### src/rtl/decode_pkg.sv
// Shared decode types: opcode constants, micro-op encoding, decoded record
// and the queue entry used by decode_buffer.
package decode_pkg;

    localparam logic [6:0] OP_LUI    = 7'b0110111;
    localparam logic [6:0] OP_AUIPC  = 7'b0010111;
    localparam logic [6:0] OP_JAL    = 7'b1101111;
    localparam logic [6:0] OP_JALR   = 7'b1100111;
    localparam logic [6:0] OP_BRANCH = 7'b1100011;
    localparam logic [6:0] OP_LOAD   = 7'b0000011;
    localparam logic [6:0] OP_STORE  = 7'b0100011;
    localparam logic [6:0] OP_IMM    = 7'b0010011;
    localparam logic [6:0] OP_IMM32  = 7'b0011011;
    localparam logic [6:0] OP_REG    = 7'b0110011;
    localparam logic [6:0] OP_REG32  = 7'b0111011;
    localparam logic [6:0] OP_FENCE  = 7'b0001111;
    localparam logic [6:0] OP_PRIV   = 7'b1110011;

    localparam logic [2:0] F3_FENCE        = 3'b000;
    localparam logic [2:0] F3_FENCEI       = 3'b001;
    localparam logic [2:0] F3_ECALL_EBREAK = 3'b000;

    typedef enum logic [3:0] {
        UOP_NONE, UOP_LUI, UOP_AUIPC, UOP_JAL, UOP_JALR, UOP_BRANCH, UOP_LOAD,
        UOP_STORE, UOP_ADDI, UOP_ALU_IMM, UOP_ADD, UOP_ALU, UOP_MUL, UOP_DIV,
        UOP_FENCE, UOP_SYSTEM
    } uop_e;

    typedef struct packed {
        logic alu;
        logic load;
        logic store;
        logic branch;
        logic jump;
        logic muldiv;
        logic word;
        logic use_imm;
    } control_t;

    typedef struct packed {
        uop_e               uop;
        logic [4:0]         rd;
        logic [4:0]         rs1;
        logic [4:0]         rs2;
        logic [2:0]         f3;
        logic signed [63:0] imm;
        control_t           ctl;
    } decoded_instr_t;

    typedef struct packed {
        logic [31:0] raw;
        logic [63:0] pc;
    } decode_buf_entry_t;

    // FENCE and ECALL/EBREAK carry no datapath control, so they are
    // recognised here by exact encoding rather than through ctl.
    function automatic logic is_legal(logic [31:0] raw, control_t ctl);
        return (ctl != '0)
            || (raw[6:0] == OP_FENCE && (raw[14:12] == F3_FENCE || raw[14:12] == F3_FENCEI))
            || (raw[6:0] == OP_PRIV && raw[14:12] == F3_ECALL_EBREAK
                && (raw[31:20] == 12'h000 || raw[31:20] == 12'h001)
                && raw[19:15] == 5'd0 && raw[11:7] == 5'd0);
    endfunction

endpackage

### src/rtl/decode_buffer_decoder.sv
// Combinational RV64IM decoder for one lane; ctl stays zero for any
// encoding it does not recognise.
module decode_buffer_decoder
    import decode_pkg::*;
(
    input  logic [31:0]    raw,
    output decoded_instr_t dec
);
    logic [6:0]         opcode;
    logic [6:0]         f7;
    logic [2:0]         f3;
    logic signed [63:0] imm_i, imm_s, imm_b, imm_u, imm_j;
    logic               shamt64_ok, shamt32_ok;
    logic               ok;
    control_t           ctl;
    uop_e               uop;
    logic signed [63:0] imm;

    assign opcode = raw[6:0];
    assign f3     = raw[14:12];
    assign f7     = raw[31:25];
    assign imm_i  = {{52{raw[31]}}, raw[31:20]};
    assign imm_s  = {{52{raw[31]}}, raw[31:25], raw[11:7]};
    assign imm_b  = {{52{raw[31]}}, raw[7], raw[30:25], raw[11:8], 1'b0};
    assign imm_u  = {{32{raw[31]}}, raw[31:12], 12'h000};
    assign imm_j  = {{44{raw[31]}}, raw[19:12], raw[20], raw[30:21], 1'b0};

    // 64-bit shifts use a 6-bit shamt; only SRAI/SRAIW may set the arith bit
    assign shamt64_ok = raw[31:26] == 6'h00 || (f3 == 3'b101 && raw[31:26] == 6'h10);
    assign shamt32_ok = f7 == 7'h00 || (f3 == 3'b101 && f7 == 7'h20);

    always_comb begin
        ok  = 1'b1;
        ctl = '0;
        uop = UOP_NONE;
        imm = '0;
        case (opcode)
            OP_LUI:    begin uop = UOP_LUI;   imm = imm_u; ctl.alu = 1'b1; ctl.use_imm = 1'b1; end
            OP_AUIPC:  begin uop = UOP_AUIPC; imm = imm_u; ctl.alu = 1'b1; ctl.use_imm = 1'b1; end
            OP_JAL:    begin uop = UOP_JAL;   imm = imm_j; ctl.jump = 1'b1; end
            OP_JALR: begin
                uop = UOP_JALR; imm = imm_i; ctl.jump = 1'b1; ctl.use_imm = 1'b1;
                ok  = f3 == 3'b000;
            end
            OP_BRANCH: begin
                uop = UOP_BRANCH; imm = imm_b; ctl.branch = 1'b1;
                ok  = f3 != 3'b010 && f3 != 3'b011;
            end
            OP_LOAD: begin
                uop = UOP_LOAD; imm = imm_i; ctl.load = 1'b1; ctl.use_imm = 1'b1;
                ok  = f3 != 3'b111;
            end
            OP_STORE: begin
                uop = UOP_STORE; imm = imm_s; ctl.store = 1'b1; ctl.use_imm = 1'b1;
                ok  = !f3[2];
            end
            OP_IMM: begin
                uop = (f3 == 3'b000) ? UOP_ADDI : UOP_ALU_IMM;
                imm = imm_i; ctl.alu = 1'b1; ctl.use_imm = 1'b1;
                ok  = (f3 != 3'b001 && f3 != 3'b101) || shamt64_ok;
            end
            OP_IMM32: begin
                uop = UOP_ALU_IMM; imm = imm_i;
                ctl.alu = 1'b1; ctl.use_imm = 1'b1; ctl.word = 1'b1;
                ok  = f3 == 3'b000 || ((f3 == 3'b001 || f3 == 3'b101) && shamt32_ok);
            end
            OP_REG: begin
                case (f7)
                    7'h00: begin uop = (f3 == 3'b000) ? UOP_ADD : UOP_ALU; ctl.alu = 1'b1; end
                    7'h20: begin uop = UOP_ALU; ctl.alu = 1'b1; ok = f3 == 3'b000 || f3 == 3'b101; end
                    // Multiply unit supports MUL and the divide group only
                    7'h01: begin
                        uop = f3[2] ? UOP_DIV : UOP_MUL; ctl.muldiv = 1'b1;
                        ok  = f3 == 3'b000 || f3[2];
                    end
                    default: ok = 1'b0;
                endcase
            end
            OP_REG32: begin
                ctl.word = 1'b1;
                case (f7)
                    7'h00: begin
                        uop = UOP_ALU; ctl.alu = 1'b1;
                        ok  = f3 == 3'b000 || f3 == 3'b001 || f3 == 3'b101;
                    end
                    7'h20: begin uop = UOP_ALU; ctl.alu = 1'b1; ok = f3 == 3'b000 || f3 == 3'b101; end
                    7'h01: begin
                        uop = f3[2] ? UOP_DIV : UOP_MUL; ctl.muldiv = 1'b1;
                        ok  = f3 == 3'b000 || f3[2];
                    end
                    default: ok = 1'b0;
                endcase
            end
            OP_FENCE: uop = UOP_FENCE;
            OP_PRIV:  uop = UOP_SYSTEM;
            default:  ok = 1'b0;
        endcase

        dec     = '0;
        dec.uop = ok ? uop : UOP_NONE;
        dec.rd  = raw[11:7];
        dec.rs1 = raw[19:15];
        dec.rs2 = raw[24:20];
        dec.f3  = f3;
        dec.imm = imm;
        dec.ctl = ok ? ctl : '0;
    end

endmodule

### src/rtl/decode_buffer.sv
// Circular instruction queue between fetch and issue; presents the oldest
// DECODE_WIDTH entries decoded, with PC and illegal-instruction flag.
module decode_buffer
    import decode_pkg::*;
#(
    parameter int FETCH_WIDTH  = 2,
    parameter int DECODE_WIDTH = 2,
    parameter int DEPTH        = 8
) (
    input  logic                               clk,
    input  logic                               reset,
    input  logic                               flush,
    input  logic                               in_valid,
    output logic                               in_ready,
    input  logic [$clog2(FETCH_WIDTH+1)-1:0]   in_count,
    input  logic [FETCH_WIDTH*32-1:0]          in_instr,
    input  logic [63:0]                        in_pc,
    output logic [DECODE_WIDTH-1:0]            out_valid,
    input  logic [$clog2(DECODE_WIDTH+1)-1:0]  out_accept,
    output decoded_instr_t [DECODE_WIDTH-1:0]  out_instr,
    output logic [DECODE_WIDTH*64-1:0]         out_pc,
    output logic [DECODE_WIDTH-1:0]            out_illegal
);
    localparam int PTR_W = $clog2(DEPTH);
    localparam int CNT_W = $clog2(DEPTH + 1);
    localparam int INC_W = $clog2(FETCH_WIDTH + 1);

    logic [PTR_W-1:0]  head, tail;
    logic [CNT_W-1:0]  count;
    logic              enq;
    logic [CNT_W-1:0]  enq_n, deq_n;
    decode_buf_entry_t entries [DEPTH];
    decode_buf_entry_t lane_entry [DECODE_WIDTH];

    // Registered count only, so out_accept never reaches in_ready
    assign in_ready = count <= CNT_W'(DEPTH - FETCH_WIDTH);
    assign enq      = in_valid && in_ready && !flush;
    assign enq_n    = enq ? CNT_W'(in_count) : '0;
    assign deq_n    = CNT_W'(out_accept);

    always_ff @(posedge clk) begin
        if (reset || flush) begin
            head  <= '0;
            tail  <= '0;
            count <= '0;
        end else begin
            head  <= head + PTR_W'(deq_n);
            tail  <= tail + PTR_W'(enq_n);
            count <= count + enq_n - deq_n;
        end
    end

    always_ff @(posedge clk) begin
        for (int i = 0; i < FETCH_WIDTH; i++) begin
            if (enq && INC_W'(i) < in_count) begin
                entries[tail + PTR_W'(i)] <= '{raw: in_instr[32*i +: 32], pc: in_pc + 64'(4 * i)};
            end
        end
    end

    for (genvar g = 0; g < DECODE_WIDTH; g++) begin : g_lane
        assign lane_entry[g]       = entries[head + PTR_W'(g)];
        assign out_valid[g]        = count > CNT_W'(g);
        assign out_pc[64*g +: 64]  = lane_entry[g].pc;

        decode_buffer_decoder u_dec (
            .raw (lane_entry[g].raw),
            .dec (out_instr[g])
        );

        assign out_illegal[g] = out_valid[g] && !is_legal(lane_entry[g].raw, out_instr[g].ctl);
    end

endmodule

### config.mk
export PLATFORM = sky130hd
export DESIGN_NAME = decode_buffer
export DESIGN_NICKNAME = d
export VERILOG_FILES = /design/src/rtl/decode_pkg.sv /design/src/rtl/decode_buffer_decoder.sv /design/src/rtl/decode_buffer.sv
export SDC_FILE = /design/constraint.sdc
export NUM_CORES = 2
export LEC_CHECK = 0
export CAP_MARGIN = 20
export CORE_MARGIN = 2
export CORE_UTILIZATION = 60
export CTS_CLUSTER_DIAMETER = 120
export CTS_CLUSTER_SIZE = 30
export DETAILED_ROUTE_END_ITERATION = 7
export PLACE_DENSITY = 0.89
export REMOVE_ABC_BUFFERS = 1
export SYNTH_ARGS = -nofsm -noshare
export SYNTH_HDL_FRONTEND = slang
export SYNTH_SLANG_ARGS = --single-unit
### constraint.sdc
create_clock -name clk -period 20.3 [get_ports clk]
set_input_delay 2.03 -clock clk [delete_from_list [all_inputs] [get_ports clk]]
set_output_delay 2.03 -clock clk [all_outputs]
set_load 0.1 [all_outputs]
clocks.png
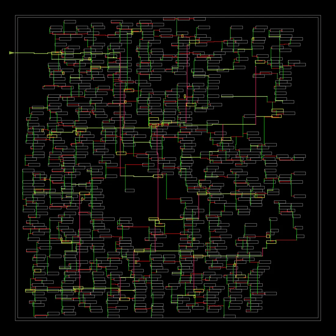
number of clock buffers in the layout: 51
sequential cells: 778
Worst Skew: 0.0140 ns
Clock Sink Count: 778
Clock Power: 813 uW

layer_met4.png
Scale: 1 px per um. Supply wires on this layer in gray. Cells faint in the background.
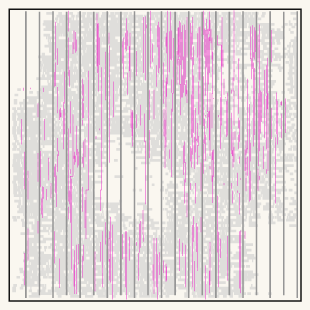
The layer holds 6.3% of the routed length. The longest straight run is 127 um. 171 nets have wire on it.
sum of routed wire length over all layers: 158000 um
overall via count from detail_route: 37600

io_placement.png
Scale: 1 px per um. Pins as bars across the die edge, other pins in gray.
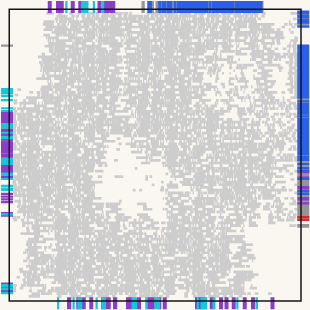
Blue stands for out_instr, pins 188, direction output, edge 95 top, 93 right. Purple stands for out_pc, pins 128, direction output, edge 53 bottom, 42 left, 26 top, 7 right. Red stands for in_count, pins 2, direction input, edge right. Cyan stands for in_pc, pins 64, direction input, edge 30 left, 25 bottom, 9 top.

layer_met3.png
Scale: 1.5 px per um. Cells faint in the background.
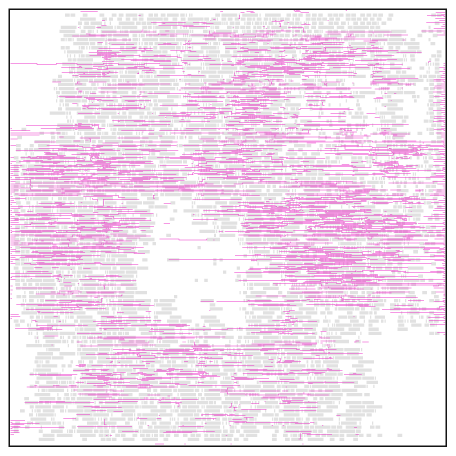
The layer carries 23.9 mm of wire. The wires run mostly horizontal. The layer holds 15% of the routed length.

detail.png
Region (193, 193) to (243, 243) um. Cells in gray, sequential cells in the stronger gray; small squares are vias.
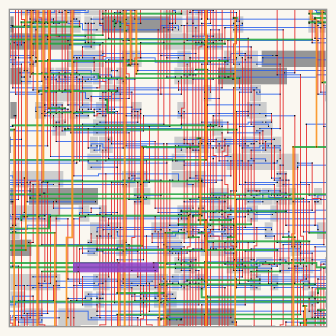
Purple stands for metal 5. Green stands for metal 3. Blue stands for metal 1. Red stands for metal 2. Orange stands for metal 4.
123 logic cells have their middle in the window. Sequential cells in the window: 6. Netlist names of flops here include entries (6). Most frequent: nor2_1 (14), nand2_1 (12), a21oi_1 (10).

-- state kept, by name (all words and copies together) (netlist names) --
name / flops
head: 3
count: 4
entries: 768
tail: 3
-- Yosys cell counts, types with 5 or more instances --
library cell / n
sky130_fd_sc_hd__mux4_2: 358
sky130_fd_sc_hd__inv_1: 53
sky130_fd_sc_hd__and2_1: 13
sky130_fd_sc_hd__xnor2_1: 205
sky130_fd_sc_hd__nand3b_1: 11
sky130_fd_sc_hd__o2111ai_1: 9
sky130_fd_sc_hd__inv_2: 7
sky130_fd_sc_hd__clkbuf_1: 211
sky130_fd_sc_hd__nor3_1: 32
sky130_fd_sc_hd__and4_1: 9
sky130_fd_sc_hd__nand3_1: 48
sky130_fd_sc_hd__a21o_1: 5
sky130_fd_sc_hd__dfxtp_1: 10
sky130_fd_sc_hd__mux2_2: 81
sky130_fd_sc_hd__clkbuf_2: 33
sky130_fd_sc_hd__buf_6: 17
sky130_fd_sc_hd__mux2i_1: 84
sky130_fd_sc_hd__edfxtp_1: 768
sky130_fd_sc_hd__and3_1: 21
sky130_fd_sc_hd__o21ai_1: 11
sky130_fd_sc_hd__a21oi_1: 27
sky130_fd_sc_hd__a21boi_0: 7
sky130_fd_sc_hd__nor4_1: 8
sky130_fd_sc_hd__nor2_1: 333
sky130_fd_sc_hd__o21ai_0: 124
sky130_fd_sc_hd__mux2_1: 10
sky130_fd_sc_hd__nor3b_1: 16
sky130_fd_sc_hd__buf_2: 64
sky130_fd_sc_hd__ha_1: 12
sky130_fd_sc_hd__nand4_1: 35
sky130_fd_sc_hd__buf_1: 15
sky130_fd_sc_hd__nand2b_1: 8
sky130_fd_sc_hd__xor2_1: 235
sky130_fd_sc_hd__o22ai_1: 12
sky130_fd_sc_hd__buf_4: 111
sky130_fd_sc_hd__nand2_1: 1303
-- worst reg2reg max path: stages, from the launching register on --
cell	delay, ns
sky130_fd_sc_hd__dfxtp_1	0.35
sky130_fd_sc_hd__inv_1	0.07
sky130_fd_sc_hd__ha_1	0.19
sky130_fd_sc_hd__nand2_1	0.08
sky130_fd_sc_hd__mux2i_1	0.21
sky130_fd_sc_hd__and3b_1	0.24
sky130_fd_sc_hd__and3_1	0.49
sky130_fd_sc_hd__nand3_4	0.82
sky130_fd_sc_hd__o21ai_4	0.66
sky130_fd_sc_hd__buf_4	0.84
sky130_fd_sc_hd__buf_4	0.88
-- logic make-up after synthesis --
logic type | Yosys count | synth area share
AND-OR/OR-AND | 227 | 0.0272
XOR/XNOR | 442 | 0.0792
adder cells (fa/ha/maj) | 16 | 0.00468
buffers and inverters | 515 | 0.0540
flip-flops | 778 | 0.473
multiplexers | 545 | 0.207
AND/OR/NAND/NOR | 1867 | 0.155
-- report_power, final --
group	total (uW)	switching, uW	internal (uW)	leakage, uW
Combinational	1210	870	345	0.0113
Sequential	1810	18.8	1800	0.00703
Clock	813	507	306	0.000437
Total	3840	1400	2450	0.0187
-- layer usage --
| metal | track usage | vias up |
|---|---|---|
| met5 | 0 | - |
| met4 | 0.198 | 30 |
| met3 | 0.0961 | 705 |
| met2 | 0.582 | 3258 |
| met1 | 0.466 | 18000 |
| li1 | - | 15600 |
==> reports/notes.md <==
Global route
* 0.367 — total routing usage reported by global routing
* 85 — largest net degree at the start of global routing
* 0 — overflow left after global routing

Placed design
* 12.16 ns — dpl ws
* 456 — I/O Buffers
* 0.959 — gpl congestion

Setup path
* 2 — number of buffers and inverters on the critical path
* ha_4 -> buf_4 -> o2111ai_1 -> nand4_1 -> nor2_1 -> nand2_1 -> nor2_1 -> o21ai_0 -> o21ai_0 -> clkdlybuf4s50_1 — list of cells traversed by the critical path
* reg -> out — category of the critical setup timing path
* count[3] — reg-to-reg startpoint
* buffers and inverters — crit-path leading delay family
* sky130_fd_sc_hd__clkdlybuf4s50_1 — cell with the biggest individual delay on the critical path
* entries[2][13] — Reg2Reg Capture Point

Synth
* sky130_fd_sc_hd__edfxtp_1 — flip-flop cell with the highest count after synthesis
* 768 — count of flip-flops with a built-in enable after synthesis
* 4390 — cells in synth_stat.txt
* 0 — proportion of register bits with asynchronous set or reset after synthesis
* 0.0492 mm2 — synthesized chip area reported by yosys
* 0.473 — register share after synthesis

Hold path
* reg -> reg — classification of the worst-slack hold path

Cells and area
* 0.0233 mm2 — area of all sequential standard cells
* 0.0168 — clock network area share
* sky130_fd_sc_hd__nand2_1, sky130_fd_sc_hd__edfxtp_1, sky130_fd_sc_hd__clkdlybuf4s50_1, sky130_fd_sc_hd__mux4_2, sky130_fd_sc_hd__nor2_1 — most instantiated logic cells after routing
* 4651 — final layout net count
* 0.432 — share of the final layout cell area in multi-input gates
* 0.668 — fraction of the core area covered by cells at the end of the flow
* multi-input combinational cells — area-dominant cell class after layout
* 0.0236 mm2 — total area of multi-input combinational cells
* 0.427 — fraction of standard cell area that is sequential

Floorplanning
* 105 — num rows
* 290 um — floorplan die width
* 1070 — Tap Cells

Clock network
* yes — CTS tree
* 30 — number of CTS-inserted buffers
* 0.65 ns — Late-Pin Clk Latency
* 1 — H-Tree Level Count

Power
* 78.6 uV — Max IR drop VDD
* 0.0187 uW — Lkg Pwr

Detailed routing
* 5466 — initial drt markers
* 72700 um — WL met2
* 51500 um — post-route met1 wirelength

Final timing
* 0 — final count of hold timing violations
* 0.656 ns — Worst Hold Slack
* 0.195 — max-slew headroom at the worst pin

Status
* complete, no violations — run status

Run
* 0 — number of violations of the max-capacitance limit

Power is estimated from default activity; no workload was simulated.
